===== config.mk =====
export PLATFORM = sky130hd
export DESIGN_NAME = game_sequencer_flat
export DESIGN_NICKNAME = d
export VERILOG_FILES = /design/src/rtl/game_sequencer_if.sv /design/src/rtl/game_sequencer.sv /design/src/flat_wrapper.sv
export SDC_FILE = /design/constraint.sdc
export NUM_CORES = 1
export LEC_CHECK = 0
export CAP_MARGIN = 20
export CORE_MARGIN = 2
export CORE_UTILIZATION = 61
export CTS_CLUSTER_DIAMETER = 150
export DETAILED_ROUTE_END_ITERATION = 12
export DONT_BUFFER_PORTS = 1
export PLACE_DENSITY = 0.77
export SLEW_MARGIN = 15
export SYNTH_ARGS = -nofsm -noshare
export SYNTH_HDL_FRONTEND = slang
export SYNTH_SLANG_ARGS = --single-unit

===== constraint.sdc =====
create_clock -name clk -period 2.24 [get_ports clk]
set_clock_uncertainty 0.05 [all_clocks]
set_input_delay 0.336 -clock clk [delete_from_list [all_inputs] [get_ports clk]]
set_output_delay 0.336 -clock clk [all_outputs]
set_load 0.03 [all_outputs]

===== src/rtl/game_sequencer_if.sv =====
// Pulse/score bundle between the dice submodules and the turn sequencer.
// The sequencer takes the slave side; the submodules drive the master side.
interface game_sequencer_if;
   logic       start_pulse;
   logic       roll_pulse;
   logic       choose_pulse;
   logic [1:0] choose_result;
   logic [3:0] new_score;
   logic [3:0] enable;
   logic [3:0] cur_score;
   logic       player;
   logic [3:0] score0;
   logic [3:0] score1;
   logic [3:0] rounds;
   logic       game_over;
   logic [1:0] winner;

   modport master (
      output start_pulse,
      output roll_pulse,
      output choose_pulse,
      output choose_result,
      output new_score,
      input  enable,
      input  cur_score,
      input  player,
      input  score0,
      input  score1,
      input  rounds,
      input  game_over,
      input  winner
   );

   modport slave (
      input  start_pulse,
      input  roll_pulse,
      input  choose_pulse,
      input  choose_result,
      input  new_score,
      output enable,
      output cur_score,
      output player,
      output score0,
      output score1,
      output rounds,
      output game_over,
      output winner
   );
endinterface


===== src/rtl/game_sequencer.sv =====
// Two-player turn sequencer sharing the Start/Roll/Choose datapath.
// Optional TURN_TIMEOUT_EN: idle ROLL/CHOOSE turns are forced to CHECK.
module game_sequencer #(
   parameter int unsigned TARGET         = 9,
   parameter int unsigned MAX_ROUNDS     = 5,
   parameter int unsigned TIMEOUT_CYCLES = 500000000
) (
   input logic             clk,
   input logic             rst,
   game_sequencer_if.slave bus
);
   typedef enum logic [2:0] {
      IDLE,
      ROLL,
      CHOOSE,
      CHECK,
      DONE
   } state_t;

   localparam logic [3:0] TGT  = 4'(TARGET);
   localparam logic [4:0] MAXR = 5'(MAX_ROUNDS);

   state_t     state, state_n;
   logic       player, player_n;
   logic [3:0] score0, score0_n;
   logic [3:0] score1, score1_n;
   logic [3:0] rounds, rounds_n;
   logic [3:0] enable, enable_n;
   logic       game_over, game_over_n;
   logic [1:0] winner, winner_n;
   logic [3:0] act;
   logic [3:0] kept;
   logic [1:0] cmp_win;
   logic       tmo;

`ifdef TURN_TIMEOUT_EN
   logic [28:0] idle_cnt;

   assign tmo = (idle_cnt == 29'(TIMEOUT_CYCLES - 1));

   always_ff @(posedge clk) begin
      if (rst || (state_n != state))
         idle_cnt <= '0;
      else if ((state == ROLL) || (state == CHOOSE))
         idle_cnt <= idle_cnt + 29'd1;
   end
`else
   logic unused_timeout;

   assign tmo            = 1'b0;
   assign unused_timeout = ^TIMEOUT_CYCLES;
`endif

   assign act  = player ? score1 : score0;
   // A bust zeroes the turn; 1x result codes behave as keep.
   assign kept = (bus.choose_result == 2'b01) ? 4'd0 : bus.new_score;

   always_comb begin
      cmp_win = 2'b11;
      if (score0 > score1)
         cmp_win = 2'b01;
      else if (score1 > score0)
         cmp_win = 2'b10;
   end

   always_comb begin
      state_n  = state;
      player_n = player;
      score0_n = score0;
      score1_n = score1;
      rounds_n = rounds;
      winner_n = winner;
      unique case (state)
         IDLE: begin
            if (bus.start_pulse && enable[0])
               state_n = ROLL;
         end
         ROLL: begin
            if (bus.roll_pulse && enable[1])
               state_n = CHOOSE;
            else if (tmo)
               state_n = CHECK;
         end
         CHOOSE: begin
            if (bus.choose_pulse && enable[2]) begin
               state_n = CHECK;
               if (player)
                  score1_n = kept;
               else
                  score0_n = kept;
            end else if (tmo) begin
               state_n = CHECK;
            end
         end
         CHECK: begin
            if (act >= TGT) begin
               state_n  = DONE;
               winner_n = player ? 2'b10 : 2'b01;
            end else if (player) begin
               if (rounds != 4'hf)
                  rounds_n = rounds + 4'd1;
               if (({1'b0, rounds} + 5'd1) == MAXR) begin
                  state_n  = DONE;
                  winner_n = cmp_win;
               end else begin
                  player_n = 1'b0;
                  state_n  = ROLL;
               end
            end else begin
               player_n = 1'b1;
               state_n  = ROLL;
            end
         end
         DONE: begin
            state_n = DONE;
         end
         default: begin
            state_n = IDLE;
         end
      endcase
   end

   always_comb begin
      enable_n = 4'b0000;
      unique case (1'b1)
         (state_n == IDLE):   enable_n = 4'b0001;
         (state_n == ROLL):   enable_n = 4'b0010;
         (state_n == CHOOSE): enable_n = 4'b0100;
         default:             enable_n = 4'b0000;
      endcase
      game_over_n = (state_n == DONE);
   end

   always_ff @(posedge clk) begin
      if (rst) begin
         state     <= IDLE;
         enable    <= 4'b0001;
         player    <= 1'b0;
         score0    <= 4'd0;
         score1    <= 4'd0;
         rounds    <= 4'd0;
         game_over <= 1'b0;
         winner    <= 2'b00;
      end else begin
         state     <= state_n;
         enable    <= enable_n;
         player    <= player_n;
         score0    <= score0_n;
         score1    <= score1_n;
         rounds    <= rounds_n;
         game_over <= game_over_n;
         winner    <= winner_n;
      end
   end

   assign bus.enable    = enable;
   assign bus.cur_score = act;
   assign bus.player    = player;
   assign bus.score0    = score0;
   assign bus.score1    = score1;
   assign bus.rounds    = rounds;
   assign bus.game_over = game_over;
   assign bus.winner    = winner;
endmodule


===== src/flat_wrapper.sv =====
// flat-port wrapper written by rule: the top's interface ports become plain ports
module game_sequencer_flat 
#(
   parameter int unsigned TARGET         = 9,
   parameter int unsigned MAX_ROUNDS     = 5,
   parameter int unsigned TIMEOUT_CYCLES = 500000000
)
  (clk, rst, bus_start_pulse, bus_roll_pulse, bus_choose_pulse, bus_choose_result, bus_new_score, bus_enable, bus_cur_score, bus_player, bus_score0, bus_score1, bus_rounds, bus_game_over, bus_winner);
  game_sequencer_if bus_i ();
  input logic clk;
  input logic rst;
  input wire logic [$bits(bus_i.start_pulse)-1:0] bus_start_pulse;
  input wire logic [$bits(bus_i.roll_pulse)-1:0] bus_roll_pulse;
  input wire logic [$bits(bus_i.choose_pulse)-1:0] bus_choose_pulse;
  input wire logic [$bits(bus_i.choose_result)-1:0] bus_choose_result;
  input wire logic [$bits(bus_i.new_score)-1:0] bus_new_score;
  output wire logic [$bits(bus_i.enable)-1:0] bus_enable;
  output wire logic [$bits(bus_i.cur_score)-1:0] bus_cur_score;
  output wire logic [$bits(bus_i.player)-1:0] bus_player;
  output wire logic [$bits(bus_i.score0)-1:0] bus_score0;
  output wire logic [$bits(bus_i.score1)-1:0] bus_score1;
  output wire logic [$bits(bus_i.rounds)-1:0] bus_rounds;
  output wire logic [$bits(bus_i.game_over)-1:0] bus_game_over;
  output wire logic [$bits(bus_i.winner)-1:0] bus_winner;
  assign bus_i.start_pulse = bus_start_pulse;
  assign bus_i.roll_pulse = bus_roll_pulse;
  assign bus_i.choose_pulse = bus_choose_pulse;
  assign bus_i.choose_result = bus_choose_result;
  assign bus_i.new_score = bus_new_score;
  assign bus_enable = bus_i.enable;
  assign bus_cur_score = bus_i.cur_score;
  assign bus_player = bus_i.player;
  assign bus_score0 = bus_i.score0;
  assign bus_score1 = bus_i.score1;
  assign bus_rounds = bus_i.rounds;
  assign bus_game_over = bus_i.game_over;
  assign bus_winner = bus_i.winner;
  game_sequencer #(.TARGET(TARGET), .MAX_ROUNDS(MAX_ROUNDS), .TIMEOUT_CYCLES(TIMEOUT_CYCLES)) u_core (.clk(clk), .rst(rst), .bus(bus_i));
endmodule

floorplan.png
The bar under the picture is 10 um long. Pins as bars on the die edge.
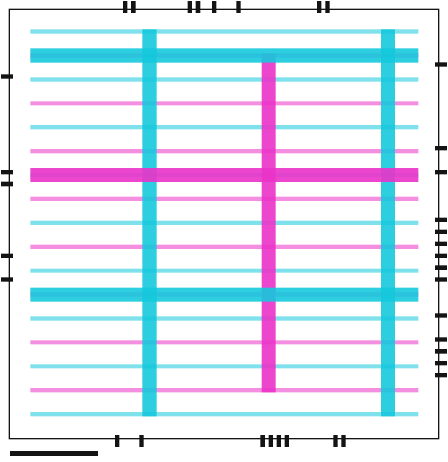
legend:
  VDD:
    color: magenta
  VSS:
    color: cyan
met4 straps: 3
met5 straps: 3
rows: 16

class_map.png
The bar under the picture is 10 um long.
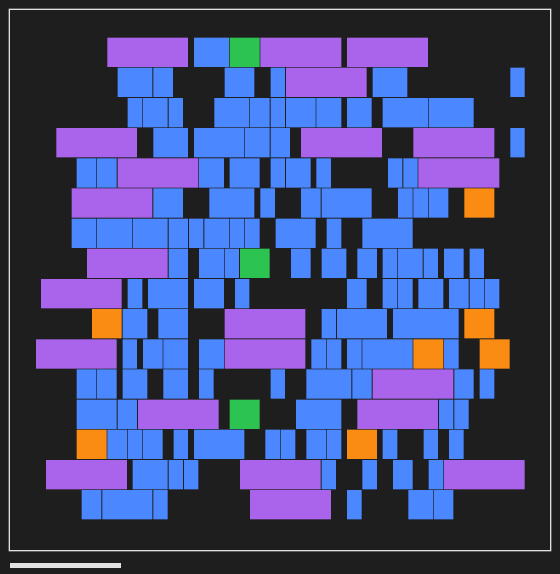
legend:
  registers:
    color: purple
    cells: 22
    share_of_their_area: 35%
  remaining logic cells:
    color: blue
    cells: 127
    share_of_their_area: 59%
  remaining buffers and delay cells:
    color: orange
    cells: 7
    share_of_their_area: 4.2%
  clock-net drivers:
    color: green
    cells: 3
    share_of_their_area: 1.8%

==> notes.md <==
flow finished, numbers: placed cell area between 1000 and 1500 sq um, Slew Viols, Final 0, yosys stat area 1220 sq um, clock sinks 22, syn_area_per_cell approximately 8 sq um, syn nets 173, Inst Count DP around 180, drt total wl ~2500 um, FF-to-FF path depth 6, RD Place Congestion 0.866, required time worst endpoint between 2 and 2.5 ns, antenna violations before repair 0, first-pass GRT wire length around 4300 um, Non-clk bufs 7, r2r setup slk ~0.28 ns, Comb gates around 120, P_int about 480 uW, DRC 0, Total Routing Usage GR 0.236, NumNets Final about 180, drt wl/cell roughly 14 um, clock tree from TritonCTS done, Top cells excl fill/tap 22 x nor2_1, 22 x dfxtp_1, 19 x nand2_1, 12 x a21oi_1, 11 x inv_1, status finished, final reports clean, Syn. warnings 0, sw frac 0.243, Synth cell types 36, initial core utilization 0.634, FILL cells about 170, cts repair resizes 0, Top Family by Delay on Critical Path AND-OR/OR-AND gates, clock network power share 0.270, Syn Std Cell Area 1220 sq um, P_sw ~150 uW, Max-area cell share 0.361, post-CTS setup buffer count 0, Pwr Density around 500 nW/um^2, Post-synth seq share 0.361, clk cell area share 0.0174, Core ar. ~1900 sq um, Post-synth top flop dfxtp_1, Worst path max stage delay ~0.60 ns
[routing by layer]
metal,wire (um),global-route usage
met2,1220,0.411
met3,139,0.0617
met1,1110,0.259
met4,75,0.133
met5,0,0
[kinds of logic (layout without fill, tap and decap cells)]
group,after synthesis,count (layout),share of synthesized area
flip-flops,22,22,0.361
other,1,1,0.00308
AND-OR/OR-AND,33,33,0.178
multiplexers,6,6,0.0544
buffers and inverters,18,21,0.0595
AND/OR/NAND/NOR,68,68,0.268
adder cells (fa/ha/maj),6,6,0.0616
XOR/XNOR,2,2,0.0144
[power by group through the flow]
| stage | registers (mW) | logic [mW] | clock network [mW] |
|---|---|---|---|
| finish | 0.425 | 0.0400 | 0.172 |
| global route | 0.427 | 0.0455 | 0.199 |
| detailed placement | 0.434 | 0.0405 | 0 |
| floorplan | 0.428 | 0.0449 | 0 |
| global placement | 0.435 | 0.0385 | 0 |
| CTS | 0.425 | 0.0405 | 0.178 |
[worst min path at each step]
stage,start,end,slack [ns],cells after the start
3_3_place_gp,rst,u_core.state[2],0.36,1
4_1_cts,rst,u_core.bus.rounds[1],0.03,1
3_5_place_dp,rst,u_core.state[2],0.36,1
5_1_grt,rst,u_core.bus.score0[3],0.007,1
2_1_floorplan,rst,u_core.state[1],0.37,1
6_report,rst,u_core.bus.rounds[1],0.04,1
[per-stage QoR]
| step | worst slack [ns] | hold slack (ns) |
|---|---|---|
| 3_3_place_gp | 0.355 | 0.359 |
| 2_1_floorplan | 0.432 | 0.366 |
| 6_report | 0.275 | 0.0391 |
| 3_5_place_dp | 0.292 | 0.360 |
| 5_1_grt | 0.151 | 0.00716 |
| 4_1_cts | 0.270 | 0.0286 |
Power figures rest on the tool's default switching activity, not on a simulated workload.
